File: config.mk
export PLATFORM = sky130hd
export DESIGN_NAME = uart_rx
export DESIGN_NICKNAME = d
export VERILOG_FILES = /design/src/rtl/uart_rx.sv
export SDC_FILE = /design/constraint.sdc
export NUM_CORES = 1
export LEC_CHECK = 0
export CORE_AREA = 5 5 55 57
export DETAILED_ROUTE_END_ITERATION = 8
export DIE_AREA = 0 0 60 62
export PLACE_DENSITY = 0.75
export SLEW_MARGIN = 20
export SYNTH_ARGS = -nofsm -noshare
export SYNTH_HDL_FRONTEND = slang
export SYNTH_SLANG_ARGS = --single-unit
export TNS_END_PERCENT = 10
File: constraint.sdc
create_clock -name clk -period 1.4 [get_ports clk]
set_input_delay 0.21 -clock clk [delete_from_list [all_inputs] [get_ports clk]]
set_output_delay 0.21 -clock clk [all_outputs]
set_load 0.02 [all_outputs]
File: src/rtl/uart_rx.sv
// uart_rx: 8N1-style UART receiver with one sample per rising edge of baud_tick.
// It passes rx through a metastability synchronizer, then assembles
// DATA_BITS data bits, LSB first. It presents the last well-framed byte on
// data, together with a sticky valid flag.
// Optional feature: define UART_RX_FRAME_ERR_EN to add a sticky frame_err
// output. frame_err is set when a stop-bit sample is 0.
`timescale 1ns/1ps

module uart_rx #(
  parameter int DATA_BITS   = 8,
  parameter int SYNC_STAGES = 2
) (
  input  logic                 clk,
  input  logic                 rst,
  input  logic                 rx,
  input  logic                 baud_tick,
  output logic [DATA_BITS-1:0] data,
  output logic                 valid
`ifdef UART_RX_FRAME_ERR_EN
  ,
  output logic                 frame_err
`endif
);

  localparam int CNT_W = $clog2(DATA_BITS + 1);

  typedef enum logic [1:0] {
    IDLE = 2'd0,
    DATA = 2'd1,
    STOP = 2'd2
  } state_t;

  state_t                 state_q, state_d;
  logic [SYNC_STAGES-1:0] sync_q, sync_d;
  logic                   tick_q, tick_d;
  logic [CNT_W-1:0]       cnt_q, cnt_d;
  logic [DATA_BITS-1:0]   shift_q, shift_d;
  logic [DATA_BITS-1:0]   data_q, data_d;
  logic                   valid_q, valid_d;
`ifdef UART_RX_FRAME_ERR_EN
  logic                   frame_err_q, frame_err_d;
`endif

  logic rx_s;
  logic strobe;

  assign rx_s   = sync_q[SYNC_STAGES-1];
  assign strobe = baud_tick & ~tick_q;

  assign data  = data_q;
  assign valid = valid_q;
`ifdef UART_RX_FRAME_ERR_EN
  assign frame_err = frame_err_q;
`endif

  // Synchronizer shift and tick edge register; both simply follow their inputs
  always_comb begin
    sync_d = {sync_q[SYNC_STAGES-2:0], rx};
    tick_d = baud_tick;
  end

  // Frame FSM: every decision is taken only in strobe cycles
  always_comb begin
    state_d = state_q;
    cnt_d   = cnt_q;
    shift_d = shift_q;
    data_d  = data_q;
    valid_d = valid_q;
`ifdef UART_RX_FRAME_ERR_EN
    frame_err_d = frame_err_q;
`endif
    case (state_q)
      IDLE: begin
        if (strobe && !rx_s) begin
          valid_d = 1'b0;
`ifdef UART_RX_FRAME_ERR_EN
          frame_err_d = 1'b0;
`endif
          cnt_d   = '0;
          state_d = DATA;
        end
      end
      DATA: begin
        if (strobe) begin
          shift_d = {rx_s, shift_q[DATA_BITS-1:1]};
          cnt_d   = cnt_q + 1'b1;
          if (cnt_q == CNT_W'(DATA_BITS - 1)) begin
            state_d = STOP;
          end
        end
      end
      STOP: begin
        if (strobe) begin
          if (rx_s) begin
            data_d  = shift_q;
            valid_d = 1'b1;
          end else begin
`ifdef UART_RX_FRAME_ERR_EN
            frame_err_d = 1'b1;
`endif
          end
          state_d = IDLE;
        end
      end
      default: begin
        state_d = IDLE;
      end
    endcase
  end

  // State register with synchronous reset; the synchronizer resets to the idle-high line level
  always_ff @(posedge clk) begin
    if (rst) begin
      state_q <= IDLE;
      sync_q  <= '1;
      tick_q  <= 1'b0;
      cnt_q   <= '0;
      shift_q <= '0;
      data_q  <= '0;
      valid_q <= 1'b0;
`ifdef UART_RX_FRAME_ERR_EN
      frame_err_q <= 1'b0;
`endif
    end else begin
      state_q <= state_d;
      sync_q  <= sync_d;
      tick_q  <= tick_d;
      cnt_q   <= cnt_d;
      shift_q <= shift_d;
      data_q  <= data_d;
      valid_q <= valid_d;
`ifdef UART_RX_FRAME_ERR_EN
      frame_err_q <= frame_err_d;
`endif
    end
  end

endmodule

==> metrics.csv <==
stage;metric;value;unit
final_timing;Fmax;756.1;MHz
finish;layout cell share with drive strength beyond 1;0.1783;
placed_design;placed cells;155;
routing;antenna-violating nets left;0;
synthesis;Net Count, Synth;117;
global_routing;first-pass GRT wire length;3629;um
finish;# fillers;224;
power_and_ir_drop;peak supply drop;0.0005957;V
floorplanning;Die X;60;um
synthesis;Largest cells by area;dfxtp_1, mux2i_1, a21oi_1, nand3_1, o21ai_0;
synthesis;Synth Instances;112;
finish;top logic cell by instance count in the layout;dfxtp_1;
final_timing;Setup Skew;0.009089;ns
finish;n_diodes;0;
synthesis;YS chip area;0.001057;mm^2
clock_tree;H-tree lvl count;1;
final_timing;setup ws final;0.07744;ns
finish;Top cells excl fill/tap;dfxtp_1, a21oi_1, nand3_1, buf_4;
routing;starting DRC count in detailed routing;40;
global_routing;GRT Total Usage;0.1285;
placed_design;number of buffers added on ports;12;
finish;Net count, final;135;
setup_path;crit-path leading delay family;simple AND/OR/NAND/NOR gates;
synthesis;Seq cells post-synth;26;
final_timing;Slew Viols, Final;0;
power_and_ir_drop;Lkg Pwr;0.0004761;uW
setup_path;CP Capture Type;register;
routing;via count;876;
floorplanning;# IOs;13;
run;count of tool warnings;26;
clock_tree;CTS tree;done;
routing;First-pass DRT Iterations;4;
final_timing;Setup violations, final;0;
synthesis;Ys Warns;0;
synthesis;ys async rst share;0;
synthesis;Yosys Instances;112;
final_timing;worst slew pin tran;0.3764;ns
synthesis;Commonest flop;dfxtp_1;
worst_hold_path;Hold Path Class;register to register;
status;status;complete, no violations;
synthesis;top area contributor share;0.4923;
-- repair_timing --
action / CTS / global route
setup endpoints to repair: 9 / 17
pin swaps: 0 / 1
hold buffers: 0 / 0
gates resized: 9 / 4
-- synth_stat cells (2+ instances only) --
cell type,number
mux2i_1,8
a21oi_1,13
nand3_1,10
nand2b_1,3
o21ai_0,9
and4bb_2,2
or2_2,3
or4_1,2
buf_2,2
o31ai_1,4
nor2_1,8
nor2b_1,2
dfxtp_1,26
buf_6,2
a211oi_1,2
clkbuf_1,4
inv_1,3
-- metal layers --
layer  wire [um]  up-vias  track usage
met1         946      418       0.1652
met2         991       17       0.2037
met5           0        -            0
met3          72        2      0.01446
met4          28        0      0.08544
li1            -      439            -
-- cell families after synthesis --
| family | share of synthesized area |
|---|---|
| muxes | 0.07574 |
| DFF | 0.4923 |
| buffers and inverters | 0.06272 |
| and+or+nand+nor | 0.1858 |
| adders and majority gates | 0.01183 |
| AOI/OAI and AO/OA | 0.1716 |
-- final timing paths --
path              startpoint   endpoint  slack (ns)  cells after the start
setup / recovery    cnt_q[1]   cnt_q[1]        0.08                      4
setup reg to reg    cnt_q[1]   cnt_q[1]        0.08                      4
hold reg to reg    sync_q[0]  sync_q[1]        0.43                      1
hold / removal     sync_q[0]  sync_q[1]        0.43                      1
-- report_power, final --
group	switching [uW]	internal [uW]
registers	5.64	746
clock network	214	289
logic	32.6	31.2
-- final cells by class --
class / instances / area, um^2 / share of cell area
Clock buffer: 3 / 22.52 / 0.01753
Clock inverter: 1 / 30.03 / 0.02337
Inverter: 3 / 11.26 / 0.008763
Multi-Input combinational cell: 74 / 475.5 / 0.3700
Sequential cell: 26 / 524.3 / 0.4080
Tap cell: 30 / 37.54 / 0.02921
Timing Repair Buffer: 22 / 183.9 / 0.1431
-- worst reg2reg max path, delay by kind of cell (launching register included) --
kind / cells / cell delay (ns)
simple gates: 1 / 0.47
flops: 1 / 0.36
fa+ha+maj: 1 / 0.26
compound gates: 1 / 0.13
buf+inv: 1 / 0.03
-- flip-flops by register name, indices dropped and copies added, names as in the netlist --
name / count
data: 8
shift_q: 8
cnt_q: 4
state_q: 2
sync_q: 2
tick_q: 1
valid: 1
-- stage by stage --
step,utilization,hold WS [ns],total power [uW],instance area [um^2]
2_1_floorplan,-,0.3138,804.8,1057
3_3_place_gp,0.5077,0.3936,828.9,1235
3_5_place_dp,0.5077,0.4009,830.1,1235
4_1_cts,0.5247,0.4248,1337,1276
5_1_grt,0.5283,0.4192,1383,1285
6_report,0.5283,0.4313,1319,1285
final_placement.png
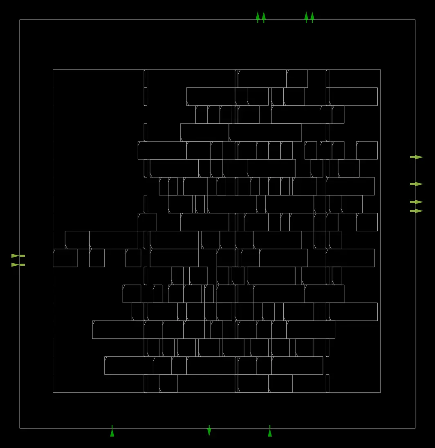
core outline area: 0.002432 mm^2
Post-Route Utilization: 0.5283
Flops: 26
Post-Layout Cell Count: 159

cell_classes.png
Scale bar: 20 um.
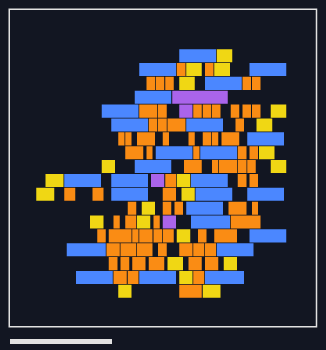
legend:
  blue:
    class: flops
    cells: 26
  purple:
    class: clock drivers and dummy loads
    cells: 4
  orange:
    class: all other logic
    cells: 77
  yellow:
    class: other buffers and delay cells
    cells: 22

met2.png
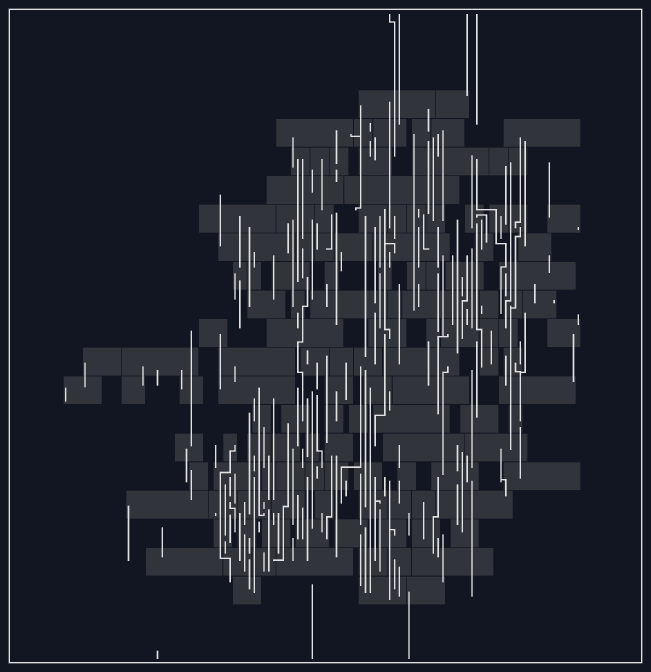
longest straight run: 19.4 um
share of all routed wire: 49%
wire length on this layer: 992 um

Power and IR drop assume default switching activity.
